--- config.mk ---
export PLATFORM = sky130hd
export DESIGN_NAME = player_motion
export DESIGN_NICKNAME = d
export VERILOG_FILES = /design/src/rtl/game_pkg.sv /design/src/rtl/button_sync.sv /design/src/rtl/player_motion.sv
export SDC_FILE = /design/constraint.sdc
export NUM_CORES = 1
export LEC_CHECK = 0
export CAP_MARGIN = 15
export CORE_MARGIN = 2
export CORE_UTILIZATION = 48
export DETAILED_ROUTE_END_ITERATION = 10
export DONT_BUFFER_PORTS = 1
export GPL_TIMING_DRIVEN = 0
export PLACE_DENSITY = 0.7
export SYNTH_ARGS = -nofsm -noshare
export SYNTH_HDL_FRONTEND = slang
export SYNTH_SLANG_ARGS = --single-unit
--- constraint.sdc ---
create_clock -name clk -period 7.7 [get_ports clk]
set_input_delay 1.54 -clock clk [delete_from_list [all_inputs] [get_ports clk]]
set_output_delay 1.54 -clock clk [all_outputs]
set_load 0.05 [all_outputs]
--- src/rtl/game_pkg.sv ---
// Shared game constants: screen geometry, renderer-visible player states
// and the vertical-motion FSM encoding. Also used by the graphics block.
package game_pkg;

  localparam int unsigned SCREEN_W = 640;
  localparam int unsigned SCREEN_H = 480;
  localparam int unsigned SPRITE_W = 64;

  localparam logic [3:0] STATE_STANDING = 4'd0;
  localparam logic [3:0] STATE_JUMP     = 4'd1;

  typedef enum logic [0:0] {
    V_STANDING = 1'b0,
    V_JUMP     = 1'b1
  } vstate_e;

  // Saturate an 11-bit signed value into [lo, hi]; the extra sign bit keeps
  // out-of-range results from wrapping at 0 or 1023.
  function automatic logic signed [10:0] clamp11(
    input logic signed [10:0] v,
    input logic signed [10:0] lo,
    input logic signed [10:0] hi
  );
    logic signed [10:0] r;
    if (v < lo) begin
      r = lo;
    end else if (v > hi) begin
      r = hi;
    end else begin
      r = v;
    end
    return r;
  endfunction

endpackage

--- src/rtl/button_sync.sv ---
// Two-flop synchroniser for a raw button level that is asynchronous to clk.
module button_sync (
  input  logic clk,
  input  logic rst_n,
  input  logic d_i,
  output logic q_o
);

  logic [1:0] sync_q;

  // Shift the raw level through two flops to settle metastability.
  always_ff @(posedge clk or negedge rst_n) begin
    if (!rst_n) begin
      sync_q <= 2'b00;
    end else begin
      sync_q <= {sync_q[0], d_i};
    end
  end

  assign q_o = sync_q[1];

endmodule

--- src/rtl/player_motion.sv ---
// Per-player movement controller: turns synchronised left/right/jump levels
// into a sprite top-left position and an animation state, updated only on
// the frame tick so the renderer sees stable values for a whole frame.
module player_motion
  import game_pkg::*;
#(
  parameter int START_X   = 100,
  parameter int GROUND_Y  = 380,
  parameter int MIN_X     = 0,
  parameter int MAX_X     = 576,
  parameter int WALK_STEP = 2,
  parameter int JUMP_V0   = 12,
  parameter int GRAVITY   = 1
) (
  input  logic       clk,
  input  logic       rst,
  input  logic       frame_tick,
  input  logic       btn_left,
  input  logic       btn_right,
  input  logic       btn_jump,
  output logic [9:0] pos_x,
  output logic [9:0] pos_y,
  output logic [3:0] state
);

  localparam logic signed [10:0] MIN_X_S    = 11'(MIN_X);
  localparam logic signed [10:0] MAX_X_S    = 11'(MAX_X);
  localparam logic signed [10:0] STEP_S     = 11'(WALK_STEP);
  localparam logic signed [10:0] GROUND_S   = 11'(GROUND_Y);
  localparam logic [9:0]         START_X_U  = 10'(START_X);
  localparam logic [9:0]         GROUND_U   = 10'(GROUND_Y);
  localparam logic [9:0]         LAUNCH_Y_U = 10'(GROUND_Y - JUMP_V0);
  localparam logic signed [7:0]  LAUNCH_VY  = 8'(GRAVITY - JUMP_V0);
  localparam logic signed [7:0]  GRAVITY_S  = 8'(GRAVITY);

  logic l_s, r_s, j_s;

  vstate_e           state_q, state_d;
  logic [9:0]        pos_x_q, pos_x_d;
  logic [9:0]        pos_y_q, pos_y_d;
  logic signed [7:0] vy_q, vy_d;
  logic              jump_armed_q, jump_armed_d;

  logic signed [10:0] x_cur, x_cand, x_next;
  logic signed [10:0] y_next;

  button_sync u_sync_left  (.clk(clk), .rst_n(rst), .d_i(btn_left),  .q_o(l_s));
  button_sync u_sync_right (.clk(clk), .rst_n(rst), .d_i(btn_right), .q_o(r_s));
  button_sync u_sync_jump  (.clk(clk), .rst_n(rst), .d_i(btn_jump),  .q_o(j_s));

  // Horizontal candidate and clamp, plus the unclamped vertical step.
  always_comb begin
    x_cur = signed'({1'b0, pos_x_q});
    if (l_s && !r_s) begin
      x_cand = x_cur - STEP_S;
    end else if (r_s && !l_s) begin
      x_cand = x_cur + STEP_S;
    end else begin
      x_cand = x_cur;
    end
    x_next = clamp11(x_cand, MIN_X_S, MAX_X_S);
    y_next = signed'({1'b0, pos_y_q}) + {{3{vy_q[7]}}, vy_q};
  end

  // Next-state logic: everything holds except on a frame tick.
  always_comb begin
    state_d      = state_q;
    pos_x_d      = pos_x_q;
    pos_y_d      = pos_y_q;
    vy_d         = vy_q;
    jump_armed_d = jump_armed_q;
    if (frame_tick) begin
      pos_x_d = x_next[9:0];
      // Re-arm only once the button has been seen released on a tick, so a
      // held button never produces a second jump.
      if (!j_s) begin
        jump_armed_d = 1'b1;
      end else begin
        jump_armed_d = jump_armed_q;
      end
      case (state_q)
        V_STANDING: begin
          if (j_s && jump_armed_q) begin
            state_d      = V_JUMP;
            vy_d         = LAUNCH_VY;
            pos_y_d      = LAUNCH_Y_U;
            jump_armed_d = 1'b0;
          end else begin
            pos_y_d = GROUND_U;
            vy_d    = 8'sd0;
          end
        end
        V_JUMP: begin
          // Landing never relaunches on the same tick; that is left to the
          // STANDING branch on a later tick.
          if (y_next >= GROUND_S) begin
            state_d = V_STANDING;
            pos_y_d = GROUND_U;
            vy_d    = 8'sd0;
          end else if (y_next < 11'sd0) begin
            pos_y_d = 10'd0;
            vy_d    = vy_q + GRAVITY_S;
          end else begin
            pos_y_d = y_next[9:0];
            vy_d    = vy_q + GRAVITY_S;
          end
        end
        default: begin
          state_d = V_STANDING;
          pos_y_d = GROUND_U;
          vy_d    = 8'sd0;
        end
      endcase
    end else begin
      state_d = state_q;
      pos_x_d = pos_x_q;
    end
  end

  // State, position and velocity registers; reset lands the player at start.
  always_ff @(posedge clk or negedge rst) begin
    if (!rst) begin
      state_q      <= V_STANDING;
      pos_x_q      <= START_X_U;
      pos_y_q      <= GROUND_U;
      vy_q         <= 8'sd0;
      jump_armed_q <= 1'b0;
    end else begin
      state_q      <= state_d;
      pos_x_q      <= pos_x_d;
      pos_y_q      <= pos_y_d;
      vy_q         <= vy_d;
      jump_armed_q <= jump_armed_d;
    end
  end

  assign pos_x = pos_x_q;
  assign pos_y = pos_y_q;
  assign state = (state_q == V_JUMP) ? STATE_JUMP : STATE_STANDING;

endmodule

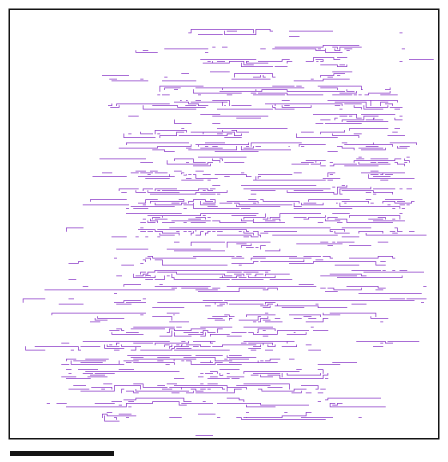
m1.png
Scale bar: 20 µm.
wire length on this layer = 3160 µm
nets with wire on the layer = 321
longest straight run = 36.3 µm
main direction = horizontal
DR vias: 2451
met1 Use GR: 28.20%
Post-Route WL: 6820 µm

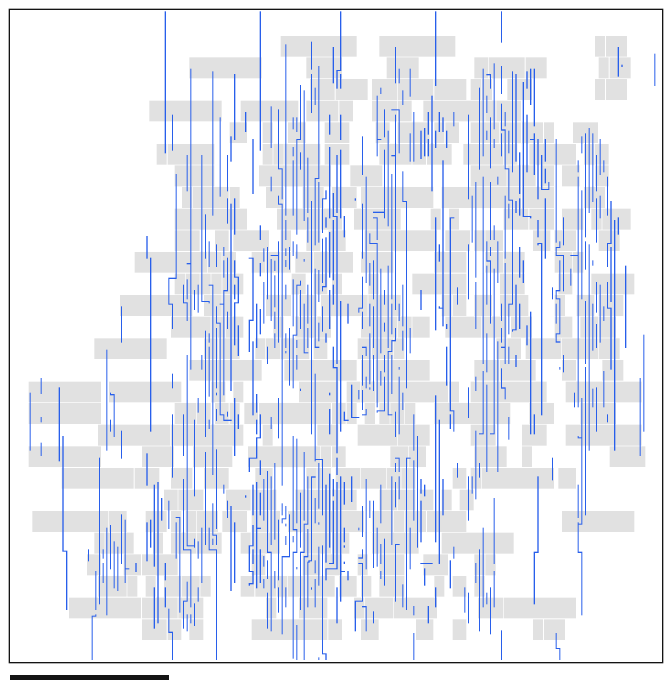
m2.png
Scale bar: 20 µm.
longest straight run = 37.7 µm
nets with wire on the layer = 294
share of all routed wire = 47%
wire length on this layer = 3200 µm
met2 usage: 34.39%

==> flow_summary.ini <==
; flow metrics
[detailed_routing]
drc = 0
wl_per_cell_um = 16.76

[logic_synthesis]
synthArstFlopShare_pct = 100.0
top_area_cell = dfrtp_1
synth_top_area_share_pct = 22.23
synth-seq-area-share_pct = 30.31
ys.flop_type = dfrtp_1
ys_sh_adder_pct = 6.242

[cts]
cts_setup_buffers = 0

[setup_path]
r2r_slack_ps = 4560
path_class = register to register

[layout]
final_nets = 351
buffer_area_share_pct = 6.355
nClkBuffers = 6
seq_cell_count = 35
area_growth_pct = 6.969
final_cell_mix = dfrtp_1 (26), nand2_1 (25), nor2_1 (24)
drive_gt1_share_pct = 21.08
clock_area_share_pct = 3.157

[status]
outcome = complete, no violations

[sta]
period_needed_ps = 3136
setup-tns-final_ps = 0
worstMarginPinSlew_ps = 690.6
fmax_mhz = 318.9

[placement]
portBuffers = 0

[die]
row_count = 28
io_pins = 30

[global_route]
grt_pass1_wl_um = 10980
track_usage_pct = 21.25
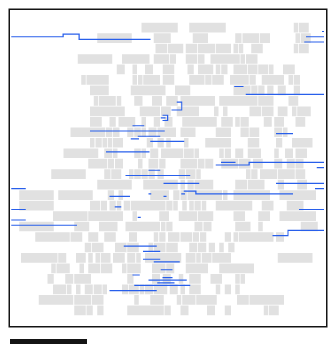
m3.png
Scale bar: 20 µm.
share of all routed wire = 5.3%
longest straight run = 25.1 µm
M3 GR Usage: 4.505%

[per-layer routing]
metal	up-vias	routed length, µm	global-route usage (%)
li1	1211	-	-
met1	1153	3155	28.20
met2	76	3196	34.39
met3	11	362	4.505
met4	0	105	7.000
met5	-	0	0
[metrics by stage]
stage	instance area [µm²]	instances	worst slack [ps]	util, %
2_1_floorplan	2938	324	4928	-
3_3_place_gp	3032	399	4639	51.20
3_5_place_dp	3032	399	4603	51.20
4_1_cts	3131	407	4571	52.87
5_1_grt	3131	407	4419	52.87
6_report	3131	407	4564	52.87
[state kept, by name (all words and copies together) (netlist names)]
signal and cells:
u_sync_right.sync_q 2, pos_y 10, u_sync_left.sync_q 2, vy_q 8, pos_x 9, state_q 1
u_sync_jump.sync_q 2, jump_armed_q 1
[Yosys cell counts, drive strengths merged (5+ instances only)]
library cell / count
dfrtp: 26
nand2: 26
nor2: 25
a21oi: 24
buf: 23
inv: 14
ha: 13
nand3: 12
o21ai: 12
nor3: 11
a31oi: 9
dfstp: 9
xor2: 8
o21a: 6
o22ai: 6
or3: 6
mux2i: 5
[final timing paths]
| path | depth (start not counted) | from | to |
|---|---|---|---|
| worst max-delay path | 11 | pos_y[0] | vy_q[2] |
| worst min-delay path | 0 | u_sync_jump.sync_q[0] | u_sync_jump.sync_q[1] |
| worst max register to register | 11 | pos_y[0] | vy_q[2] |
| worst min register to register | 0 | u_sync_jump.sync_q[0] | u_sync_jump.sync_q[1] |
| max in group asynchronous | 0 | rst | pos_x[5] |
| min in group asynchronous | 0 | rst | pos_x[8] |
